drive_strength.png
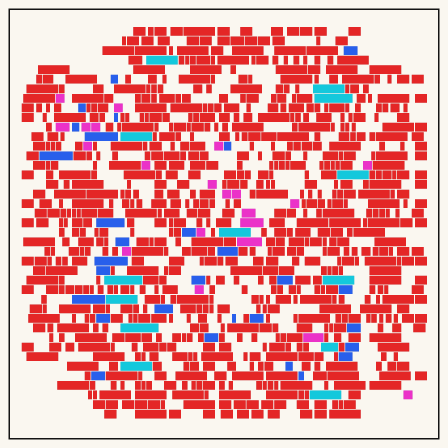
cell_classes.png
Bar = 20 um.
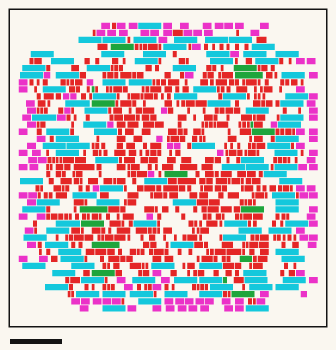
wire_density.png
Bar = 20 um. 24 x 24 tiles, from dark purple (low) to yellow (high), scaled to the fullest tile. Values are wire area over tile area, all layers added.
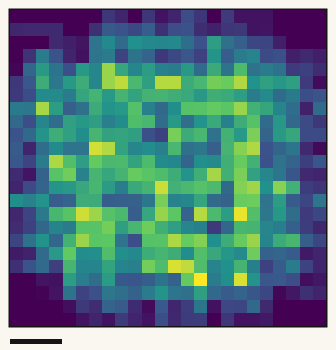
final_congestion.png
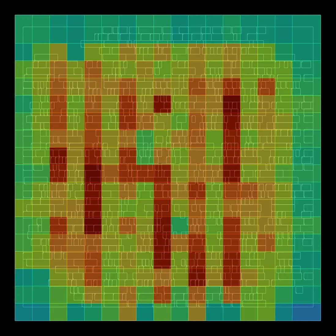
Design oe_sort_engine, sky130hd; sources not shown.
==> out/metrics.cfg <==
[logic_synthesis]
edf_count = 0
ys_cells = 742
yosys_warnings = 0
synth_cells = 742
synthDistinctLibCells = 60
ys_seq_share_pct = 40.8
async_flop_share_pct = 100
avgSynthCellArea_sq_um = 9.02
ff_type = dfrtp_1
ys_seq_elements = 109
synth_area_sq_um = 6690
ys_area_sq_um = 6690

[setup_path]
crit_path_max_incr_delay_ns = 0.44
rr_worst_depth = 20
worst-path-max-fanout = 6
crit_slowest_cell = fa_2
cp.required_ns = 4.92
path_cells = inv_1 > ha_1 > a211oi_1 > o21bai_2 > nor3b_1 > a211oi_4 > nand2_4 > xnor2_2 > mux2i_1 > ha_1 > nand3b_1 > o21ai_1 > ha_1 > mux2i_1 > o21ai_1 > fa_2 > a21o_1 > a211o_1 > nor2_1 > nor2_1
cp_common_cell = ha_1
critPathKind = register to register
rrSetupSlack_ns = 0.38
cp-start-kind = register
worstPathArrival_ns = 4.55
end_kind = register

[job]
warnings = 25
maxCapViolations = 0

[finish]
largestClassByArea = logic gates
clkCellAreaFrac_pct = 4.13
sh_comb_area_pct = 43.7
fillers = 1089
drive_gt1_share_pct = 7.54
inv_count = 49
stdcell_count = 1007
nets = 930
logic_gate_count = 539
final-nonclk-buf-share_pct = 14.3
seq_area_sq_um = 2730
final-comb-area_sq_um = 3610
sh_seq_area_pct = 33.1
antennaDiodeCount = 0
seq_cell_count = 109
nClkBuffers = 12

[power]
power_density_nw_per_um2 = 872
peakVddDrop_uv = 640
p_leak_nw = 3.78

[sta]
totalNegativeSetupSlack_ns = 0
finalHoldViolations = 0
fin_skew_ns = 0.00799
rsz0062_at_grt = false
fin_crit_ns = 4.29
slew_viol_final = 0
timing.hold.ws_ns = 0.481
slew_headroom_pct = 35.4
finalSetupViolCount = 0
timing.fmax_mhz = 233
min_period_over_period_pct = 92.0
worst_pin_slew_ns = 0.969

[cts]
ctsHoldBuffers = 0
clk_latency_ns = 0.36
cts_tree = yes
cts-root-buf = clkbuf_16
clk_pin_slew_worst_paths_ns = 0.07
cts_max_level = 3
cts.sink_count = 109
numCtsBuffers = 9
clk_path_buf_depth = 2

[die]
pin_count = 108
fp-utilization_pct = 52.0
die_area_sq_um = 14800
die_w_um = 122
die_h_um = 122
n_tap_cell = 172

[routing]
ant_nets = 0
drtPass1Iterations = 5
drt_first_iter_violations = 436
detail_route.vias_per_cell = 5.82
post-route-drc-count = 0

[placed_design]
dp.cells = 990
io_buffers = 107
dp_hpwl_um = 12400
gp_congestion = 0.884

[global_route]
grt_pass1_vias = 5944
grt_max_degree = 78
grt_pass1_wl_um = 29900
antenna_found_initial = 0
gr-total-overflow = 0

[outcome]
outcome = finished, final reports clean

[worst_hold_path]
hold_depth = 2
hp-class = register to register

Notes on drive_strength.png above:
- red: drive 1 or less (cells 772; share 92%)
- cyan: drive 6 and up (cells 13; share 1.6%)
- magenta: drive 3 to 4 (cells 21; share 2.5%)
- blue: drive 2 (cells 29; share 3.5%)
P&R area growth vs syn: 23.5%
final worst slack: 0.375 ns
Repair and plain buffers: 122

Notes on cell_classes.png above:
- cyan: flip-flops (cells 109)
- green: clock drivers and dummy loads (cells 16)
- red: all other logic (cells 588)
- magenta: other buffers and delay cells (cells 122)
# rows: 41
core box area: 12,900 sq um
fin util: 64.2%
final instance area: 8260 sq um

Notes on wire_density.png above:
- fullest tile: 0.48
- densest ninth of the die: centre
- nearly empty tiles: 8.9%
- mean over tiles: 0.19
- tiles over half the peak: 35%
final WL: 17,800 um
Vias: 5,863
Tot GR Track Use: 25.3%
Avg WL per Cell: 17.7 um

Notes on final_congestion.png above:
met3 GRT Util: 3.44%
most used routing layer: met2
Global Route met2 Usage: 40.5%
met1 GRT Util: 35.4%

## cell usage in the layout (no fill, tap or decap), drive strengths merged, types with 2 or more instances in the layout
master / netlist / routed
o22ai: 4 / 4
ha: 46 / 46
or2: 3 / 3
a41o: 3 / 3
clkbuf: 33 / 12
mux2: 6 / 6
a221oi: 2 / 2
o21bai: 3 / 3
o21ai: 94 / 94
and3: 11 / 11
o211ai: 2 / 2
o221a: 10 / 10
buf: 12 / 16
a211oi: 9 / 9
mux2i: 55 / 55
xor2: 2 / 2
nor2b: 5 / 5
nand2: 117 / 117
dfrtp: 108 / 108
nand2b: 2 / 2
xnor2: 2 / 2
nor2: 29 / 29
nand4: 7 / 7
bufinv: 0 / 3
nand4b: 2 / 2
a21o: 7 / 7
a21oi: 44 / 44
a22oi: 28 / 28
inv: 49 / 49
nand3: 14 / 14
a311oi: 6 / 6
nor3b: 3 / 3
clkdlybuf4s50: 0 / 106
nor3: 8 / 8
## where the power goes
part / switching [W] / internal, W
sequential: 0.000357 / 0.00131
combinational: 0.00256 / 0.00209
clock: 0.000348 / 0.000539
total: 0.00326 / 0.00395
## critical path: cells and delay by family (launching register included)
| family | cells | cell delay (ns) |
|---|---|---|
| muxes | 2 | 0.22 |
| buffers and inverters | 1 | 0.09 |
| and+or+nand+nor | 5 | 0.75 |
| xor gates and xnor gates | 1 | 0.13 |
| AOI/OAI and AO/OA | 7 | 1.24 |
| DFF | 1 | 0.40 |
| adders and majority gates | 4 | 1.36 |
## cell usage after synthesis, types with 7 or more instances
master    number  share of area [%]
nor3_1         7               0.52
o221a_2        9                1.5
nand3_1       14                1.0
a211oi_1       8               0.90
ha_1          46                8.6
a22oi_1       28                3.1
nand2_1      116                6.5
clkbuf_1      33                1.9
o21ai_1       61                4.6
o21ai_0       33                2.5
dfrtp_1      108                 40
nor2_1        28                1.6
mux2i_1       55                8.2
a21oi_1       44                3.3
a21o_1         7               0.79
nand4_1        7               0.65
inv_1         47                2.6
and3_1        11                1.0
## per-stage QoR
step / utilization, % / cell area, sq um / total power [W] / setup slack, ns
after floorplan: - / 6480 / 0.00473 / 0.0967
after detailed placement: 61.2 / 7880 / 0.00618 / 0.165
after CTS: 63.9 / 8230 / 0.00710 / 0.0978
after global routing: 64.2 / 8260 / 0.00783 / 0.0167
final: 64.2 / 8260 / 0.00721 / 0.375
after global placement: 61.2 / 7880 / 0.00603 / 0.348
## cells by family after synthesis
| group | share of synthesized area [%] |
|---|---|
| compound gates | 20.9 |
| simple gates | 13.7 |
| flops | 40.8 |
| buf+inv | 5.89 |
| mux | 9.24 |
| fa+ha+maj | 8.90 |
| xor+xnor | 0.524 |
| other cells | 0.0560 |
## timing repair
action / CTS / global route
setup endpoints to repair: 0 / 4
setup buffers: 0 / 1
gates resized: 0 / 7
## per-layer routing
layer	GRT usage (%)	wire length, um	up-vias
met4	8.82	335	0
met1	35.4	8200	2856
met3	3.44	801	24
met2	40.5	8450	155
li1	-	-	2828
met5	0	0	-
Power and IR drop assume default switching activity.
